**Run 1: wiring heat map**

The bar under the picture is 20 um long. 15 x 19 tiles, from white (low) to dark blue (high), scaled to the fullest tile. Values are wire area over tile area, all layers added.
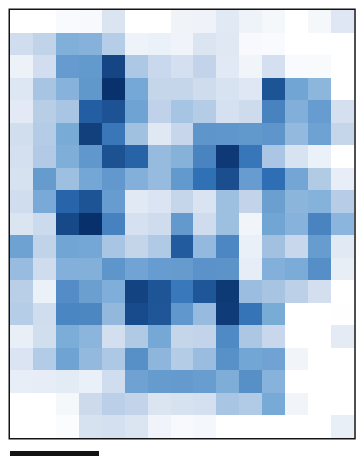
**Run 1: clock wiring as the flow saved it**

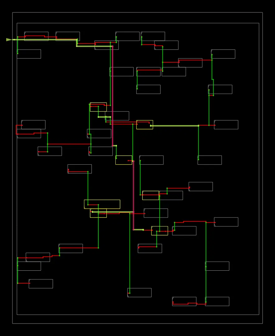
**Run 1: clock distribution**

The bar under the picture is 20 um long.
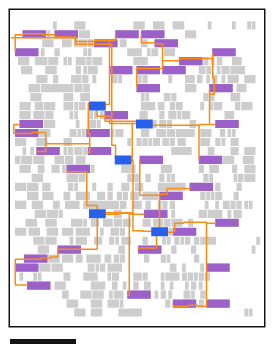
**Run 1: signal wires on met3**

Cells faint in the background.
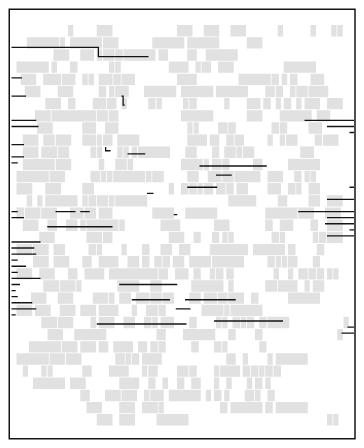
File: src/rtl/random_pulse_scheduler_if.sv
// Control/status bundle for random_pulse_scheduler: burst requests and
// configuration in, pulse and status out.
interface random_pulse_scheduler_if;
  logic        start;
  logic        stop;
  logic [3:0]  burst_len;
  logic [7:0]  min_gap;
  logic [7:0]  gap_mask;
  logic [3:0]  pulse_width;
  logic        seed_load;
  logic [15:0] seed;
  logic        pulse;
  logic        busy;
  logic        done;
  logic [7:0]  pulse_count;

  modport master (
    output start, stop, burst_len, min_gap, gap_mask, pulse_width, seed_load, seed,
    input  pulse, busy, done, pulse_count
  );

  modport slave (
    input  start, stop, burst_len, min_gap, gap_mask, pulse_width, seed_load, seed,
    output pulse, busy, done, pulse_count
  );
endinterface

File: src/rtl/random_pulse_scheduler.sv
// Burst pulse generator with LFSR-randomised inter-pulse gaps.
// Optional pulse counter enabled by defining RPS_STATS_EN.
module random_pulse_scheduler #(
  parameter logic [15:0] LFSR_SEED = 16'hACE1
) (
  input  logic                    clk,
  input  logic                    rst,
  random_pulse_scheduler_if.slave bus
);

  typedef enum logic [1:0] {S_IDLE, S_GAP, S_PULSE, S_DONE} state_t;

  state_t      state_q, state_d;
  logic [15:0] lfsr_q, lfsr_d;
  logic [8:0]  gap_cnt_q, gap_cnt_d;
  logic [3:0]  width_cnt_q, width_cnt_d;
  logic [3:0]  burst_cnt_q, burst_cnt_d;
  logic        pulse_q, pulse_d;
  logic        busy_q, busy_d;
  logic        done_q, done_d;

  logic [15:0] lfsr_base;
  logic [15:0] lfsr_next;
  logic [8:0]  gap_val;
  logic [3:0]  width_load;
  logic [3:0]  burst_inc;
  logic        pulse_enter;

  function automatic logic [15:0] lfsr_step(input logic [15:0] x);
    logic [15:0] y;
    y = x >> 1;
    if (x[0]) y = y ^ 16'hB400;
    return y;
  endfunction

  function automatic logic [15:0] seed_sel(input logic [15:0] s);
    return (s == 16'h0000) ? LFSR_SEED : s;
  endfunction

  always_comb begin
    // A seed load coinciding with start must feed the very first advance.
    lfsr_base  = (state_q == S_IDLE && bus.seed_load) ? seed_sel(bus.seed) : lfsr_q;
    lfsr_next  = lfsr_step(lfsr_base);
    gap_val    = {1'b0, bus.min_gap} + {1'b0, lfsr_next[7:0] & bus.gap_mask};
    width_load = (bus.pulse_width == 4'd0) ? 4'd0 : bus.pulse_width - 4'd1;
    burst_inc  = burst_cnt_q + 4'd1;
  end

  always_comb begin
    state_d     = state_q;
    lfsr_d      = lfsr_q;
    gap_cnt_d   = gap_cnt_q;
    width_cnt_d = width_cnt_q;
    burst_cnt_d = burst_cnt_q;
    pulse_enter = 1'b0;
    case (state_q)
      S_IDLE: begin
        if (bus.seed_load) lfsr_d = lfsr_base;
        if (bus.start) begin
          state_d     = S_GAP;
          lfsr_d      = lfsr_next;
          gap_cnt_d   = gap_val;
          burst_cnt_d = 4'd0;
        end
      end
      S_GAP: begin
        if (bus.stop) begin
          state_d = S_DONE;
        end else if (gap_cnt_q == 9'd0) begin
          state_d     = S_PULSE;
          width_cnt_d = width_load;
          pulse_enter = 1'b1;
        end else begin
          gap_cnt_d = gap_cnt_q - 9'd1;
        end
      end
      S_PULSE: begin
        if (bus.stop) begin
          state_d = S_DONE;
        end else if (width_cnt_q == 4'd0) begin
          burst_cnt_d = burst_inc;
          if (bus.burst_len != 4'd0 && burst_inc == bus.burst_len) begin
            state_d = S_DONE;
          end else begin
            state_d   = S_GAP;
            lfsr_d    = lfsr_next;
            gap_cnt_d = gap_val;
          end
        end else begin
          width_cnt_d = width_cnt_q - 4'd1;
        end
      end
      S_DONE:  state_d = S_IDLE;
      default: state_d = S_IDLE;
    endcase
    pulse_d = (state_d == S_PULSE);
    busy_d  = (state_d == S_GAP) || (state_d == S_PULSE);
    done_d  = (state_d == S_DONE);
  end

  always_ff @(posedge clk) begin
    if (rst) begin
      state_q     <= S_IDLE;
      lfsr_q      <= LFSR_SEED;
      gap_cnt_q   <= 9'd0;
      width_cnt_q <= 4'd0;
      burst_cnt_q <= 4'd0;
      pulse_q     <= 1'b0;
      busy_q      <= 1'b0;
      done_q      <= 1'b0;
    end else begin
      state_q     <= state_d;
      lfsr_q      <= lfsr_d;
      gap_cnt_q   <= gap_cnt_d;
      width_cnt_q <= width_cnt_d;
      burst_cnt_q <= burst_cnt_d;
      pulse_q     <= pulse_d;
      busy_q      <= busy_d;
      done_q      <= done_d;
    end
  end

  assign bus.pulse = pulse_q;
  assign bus.busy  = busy_q;
  assign bus.done  = done_q;

`ifdef RPS_STATS_EN
  logic [7:0] pcnt_q, pcnt_d;

  function automatic logic [7:0] sat_inc8(input logic [7:0] v);
    return (v == 8'hFF) ? v : v + 8'd1;
  endfunction

  // Counted on PULSE entry so an aborted pulse still counts as issued.
  always_comb begin
    pcnt_d = pcnt_q;
    if (state_q == S_IDLE && bus.start) pcnt_d = 8'd0;
    else if (pulse_enter)               pcnt_d = sat_inc8(pcnt_q);
  end

  always_ff @(posedge clk) begin
    if (rst) pcnt_q <= 8'd0;
    else     pcnt_q <= pcnt_d;
  end

  assign bus.pulse_count = pcnt_q;
`else
  logic unused_pulse_enter;
  assign unused_pulse_enter = pulse_enter;
  assign bus.pulse_count    = 8'h00;
`endif

endmodule

File: src/flat_wrapper.sv
// flat-port wrapper written by rule: the top's interface ports become plain ports
module random_pulse_scheduler_flat 
#(
  parameter logic [15:0] LFSR_SEED = 16'hACE1
)
  (clk, rst, bus_start, bus_stop, bus_burst_len, bus_min_gap, bus_gap_mask, bus_pulse_width, bus_seed_load, bus_seed, bus_pulse, bus_busy, bus_done, bus_pulse_count);
  random_pulse_scheduler_if bus_i ();
  input  logic clk;
  input  logic rst;
  input wire logic [$bits(bus_i.start)-1:0] bus_start;
  input wire logic [$bits(bus_i.stop)-1:0] bus_stop;
  input wire logic [$bits(bus_i.burst_len)-1:0] bus_burst_len;
  input wire logic [$bits(bus_i.min_gap)-1:0] bus_min_gap;
  input wire logic [$bits(bus_i.gap_mask)-1:0] bus_gap_mask;
  input wire logic [$bits(bus_i.pulse_width)-1:0] bus_pulse_width;
  input wire logic [$bits(bus_i.seed_load)-1:0] bus_seed_load;
  input wire logic [$bits(bus_i.seed)-1:0] bus_seed;
  output wire logic [$bits(bus_i.pulse)-1:0] bus_pulse;
  output wire logic [$bits(bus_i.busy)-1:0] bus_busy;
  output wire logic [$bits(bus_i.done)-1:0] bus_done;
  output wire logic [$bits(bus_i.pulse_count)-1:0] bus_pulse_count;
  assign bus_i.start = bus_start;
  assign bus_i.stop = bus_stop;
  assign bus_i.burst_len = bus_burst_len;
  assign bus_i.min_gap = bus_min_gap;
  assign bus_i.gap_mask = bus_gap_mask;
  assign bus_i.pulse_width = bus_pulse_width;
  assign bus_i.seed_load = bus_seed_load;
  assign bus_i.seed = bus_seed;
  assign bus_pulse = bus_i.pulse;
  assign bus_busy = bus_i.busy;
  assign bus_done = bus_i.done;
  assign bus_pulse_count = bus_i.pulse_count;
  random_pulse_scheduler #(.LFSR_SEED(LFSR_SEED)) u_core (.clk(clk), .rst(rst), .bus(bus_i));
endmodule
File: config.mk
export PLATFORM = sky130hd
export DESIGN_NAME = random_pulse_scheduler_flat
export DESIGN_NICKNAME = d
export VERILOG_FILES = /design/src/rtl/random_pulse_scheduler_if.sv /design/src/rtl/random_pulse_scheduler.sv /design/src/flat_wrapper.sv
export SDC_FILE = /design/constraint.sdc
export NUM_CORES = 1
export LEC_CHECK = 0
export CORE_ASPECT_RATIO = 1.25
export CORE_UTILIZATION = 40
export DETAILED_ROUTE_END_ITERATION = 6
export PLACE_DENSITY_LB_ADDON = 0.08
export SYNTH_ARGS = -nofsm -noshare
export SYNTH_HDL_FRONTEND = slang
export SYNTH_SLANG_ARGS = --single-unit
File: constraint.sdc
create_clock -name clk -period 6.9 [get_ports clk]
set_input_delay 1.725 -clock clk [delete_from_list [all_inputs] [get_ports clk]]
set_output_delay 1.725 -clock clk [all_outputs]
set_load 0.03 [all_outputs]
==> flow_summary.json, run 1 <==
{
  "drv_cap": 0,
  "top_power_group": "combinational logic",
  "finClkSkew_ps": 4.32,
  "whs_endpoint": "u_core.width_cnt_q[1]$_SDFFE_PP0P_",
  "share_comb_of_total_power": 0.440,
  "nNetsFinal": 460,
  "rsz0062_at_grt": "false",
  "synthFlopType": "dfxtp_1",
  "ctsRootBufferMaster": "clkbuf_8",
  "reg2reg_depth": 12,
  "place_inst": 481,
  "grt_antenna_before_repair": 0,
  "path_cells": "clkdlybuf4s50_1 > or4_1 > o41ai_4 > o22ai_1 > nor2_1 > ha_1 > o21a_1 > o31a_1 > or4_1 > a311o_1 > o211ai_1 > a21oi_1",
  "fmax_mhz": 197,
  "hold_path_class": "flip-flop to flip-flop",
  "htreeDepth": 2,
  "netlist.area_leader.share": 0.270,
  "p_per_area_nw_per_um2": 258,
  "leakage_uw": 0.00134,
  "rows": 33,
  "gp_congestion": 0.858,
  "timing.final.crit_share": 0.737,
  "min_period_ps": 5090,
  "report.final.setup_viol": 0,
  "setup_tns_ps": 0,
  "status": "finished, final reports clean",
  "cp.arrival_ps": 5230,
  "drive_above_1_share": 0.0424,
  "postRouteAntennaNets": 0,
  "crit_type": "input pin to flip-flop",
  "fin_cells": 488,
  "yosysTopAreaCell": "dfxtp_1",
  "synthCells": 364,
  "post_cts.repair.setup_buffers": 0,
  "whs_ps": 472,
  "drt_iter0_drc": 217,
  "die_area_um2": 7370,
  "numCtsBuffers": 5,
  "async_reset_ff_frac": 0,
  "fp_util": 0.421
}
Notes on 'wiring heat map' above:
tiles over half the peak	30%
emptiest ninth of the die	south-east
mean over tiles	0.15
nearly empty tiles	12%
fullest tile	0.44
via count: 2683
WL final: 7130 um

Notes on 'clock wiring as the flow saved it' above:
Clk. pwr: 199 uW
num sequential: 38

Notes on 'clock distribution' above:
[clock wires] orange | length: 599 um
[flip-flops] purple | count: 38
[cells driving clock nets] blue | count: 5
routed clock nets	6
flops lie	spread over the die
Clock power frac: 0.226
insertion delay to the later sink of the worst-skew pair: 290 ps

Notes on 'signal wires on met3' above:
main direction	horizontal
share of all routed wire	4.0%
wire length on this layer	282 um
grt met3 use: 0.0294

==> run 1: worst max-delay path, delay by kind of cell <==
family	cells	cell delay, ps
buffers and inverters	1	520
adder cells (fa/ha/maj)	1	290
AND/OR/NAND/NOR	3	1120
AND-OR/OR-AND	7	1550
==> run 1: metal layers <==
metal,global-route usage,part of all wire
met4,0.0550,0.0071
met2,0.371,0.50
met3,0.0294,0.039
met5,0,0
met1,0.248,0.46
==> run 1: cell usage after synthesis, drive strengths merged, types with 3 or more instances <==
cell    count
o21ai      30
nand3       5
o211ai      4
and2        3
nand2b      7
or3         3
clkbuf     16
nand3b      3
nor3       12
nand2      28
o22ai       7
a21oi      25
nor2b      11
or4         9
xnor2       6
buf        10
inv        11
nor2       51
mux2i      24
dfxtp      38
ha         13
a211oi      3
a22oi       6
o21a        4
xor2        5
==> run 1: state kept, by name, summed over array words and instances (netlist names) <==
name / cells
u_core.gap_cnt_q: 9
u_core.burst_cnt_q: 4
u_core.state_q: 2
u_core.bus.pulse: 1
u_core.lfsr_q: 16
u_core.bus.done: 1
u_core.width_cnt_q: 4
u_core.bus.busy: 1
==> run 1: cell families (layout without fill, tap and decap cells) <==
kind of cell / count (synthesis) / after routing / share of synthesized area
AND/OR/NAND/NOR: 137 / 137 / 0.242
AND-OR/OR-AND: 101 / 101 / 0.237
flip-flops: 38 / 38 / 0.270
buffers and inverters: 37 / 67 / 0.0605
multiplexers: 25 / 25 / 0.0894
adder cells (fa/ha/maj): 14 / 14 / 0.0649
XOR/XNOR: 11 / 11 / 0.0343
other: 1 / 8 / 0.00133
==> run 1: final cells by class <==
cell class,instances,area [um^2]
Fill cell,704,3270
Multi-Input combinational cell,296,1910
Sequential cell,38,761
Timing Repair Buffer,49,480
Tap cell,87,109
Clock buffer,6,82.6
Inverter,11,41.3
Clock inverter,1,30.0
==> run 2: changes to the inputs <==
==> constraint.sdc (replaced) <==
create_clock -name clk -period 4.2 [get_ports clk]
set_input_delay 1.05 -clock clk [delete_from_list [all_inputs] [get_ports clk]]
set_output_delay 1.05 -clock clk [all_outputs]
set_load 0.03 [all_outputs]
**Run 2: wiring heat map**

The bar under the picture is 20 um long. 15 x 19 tiles, from white (low) to dark blue (high), scaled to the fullest tile. Values are wire area over tile area, all layers added.
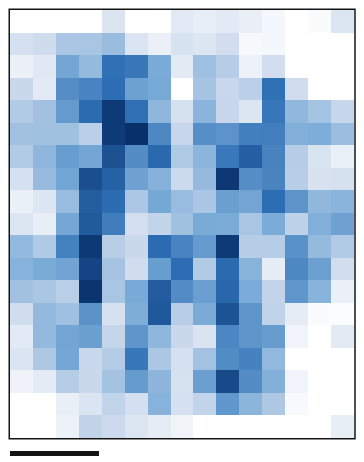
tiles over half the peak	30%
nearly empty tiles	12%
fullest tile	0.40
emptiest ninth of the die	south-east
mean over tiles	0.15
via count: 2708
wire length per cell: 13.8 um

==> run 2 against run 1 <==
  * Register-to-register slack worse by 2300 ps
  * Die area unchanged
  * Core utilization grew 1.8 points
  * Non-clock buffer count increased by 19
  * Sequential share of layout area down 0.74 points
  * Worst setup slack worse by 1600 ps
  * Synthesized area is the same
  * Flip-flop count is the same
  * Clock power grew 29%
==> flow_summary.json, run 2 <==
{
  "rsz0062_at_grt": "false",
  "fmax_mhz": 250,
  "synthFlopType": "dfxtp_1",
  "status": "finished, final reports clean",
  "routed_wirelength_um": 6970,
  "report.final.setup_viol": 0,
  "path_buffers": 2,
  "fin_cells": 506,
  "post_cts.repair.setup_buffers": 0,
  "yosysTopAreaCell": "dfxtp_1",
  "logic_family": "simple AND/OR/NAND/NOR gates",
  "path_delay_family": "simple AND/OR/NAND/NOR gates",
  "p_per_area_nw_per_um2": 398,
  "xor_area_frac": 0.0343,
  "grt_antenna_before_repair": 0,
  "gp_congestion": 0.831,
  "whs_endpoint": "u_core.width_cnt_q[1]$_SDFFE_PP0P_",
  "ys_sh_adder": 0.0649,
  "cp.arrival_ps": 4190,
  "compound_area_frac": 0.237,
  "die_area_um2": 7370,
  "crit_type": "input pin to flip-flop",
  "setup_tns_ps": 0,
  "largest_register_ff_count": 16,
  "async_reset_ff_frac": 0,
  "postRouteAntennaNets": 0
}
[run 2: cell counts after synthesis]
No cell type changed its count.
[run 2: per-stage QoR]
stage | total power [uW] | hold slack [ps]
3_3_place_gp | 1150 | 463
3_5_place_dp | 1160 | 467
4_1_cts | 1420 | 477
5_1_grt | 1510 | 507
2_1_floorplan | 960 | 449
6_report | 1410 | 476
[run 2: power breakdown]
group	switching (uW)	internal, uW
logic	356	312
clock network	129	127
registers	57.1	425
total	542	864
[run 2: cell type report]
| cell class | instances | area [um^2] |
|---|---|---|
| Fill cell | 661 | 3150 |
| Multi-Input combinational cell | 296 | 1910 |
| Sequential cell | 38 | 761 |
| Timing Repair Buffer | 68 | 628 |
| Tap cell | 87 | 109 |
| Clock buffer | 6 | 82.6 |
| Inverter | 11 | 41.3 |
[run 2: worst max-delay path by stage]
stage	slack [ps]	depth (start not counted)	end
after floorplan	140	13	u_core.gap_cnt_q[8]$_SDFFE_PP0P_
after global placement	-60	12	u_core.gap_cnt_q[8]$_SDFFE_PP0P_
after detailed placement	-100	12	u_core.gap_cnt_q[7]$_SDFFE_PP0P_
after CTS	190	12	u_core.gap_cnt_q[7]$_SDFFE_PP0P_
after global routing	70	12	u_core.gap_cnt_q[7]$_SDFFE_PP0P_
final	210	12	u_core.gap_cnt_q[7]$_SDFFE_PP0P_
[run 2: metal layers]
| layer | up-vias | GRT usage | wire length [um] |
|---|---|---|---|
| met4 | 0 | 0.0503 | 73 |
| li1 | 1401 | - | - |
| met3 | 6 | 0.0265 | 219 |
| met5 | - | 0 | 0 |
| met1 | 1248 | 0.246 | 3300 |
| met2 | 53 | 0.355 | 3370 |
Power and IR drop assume default switching activity.
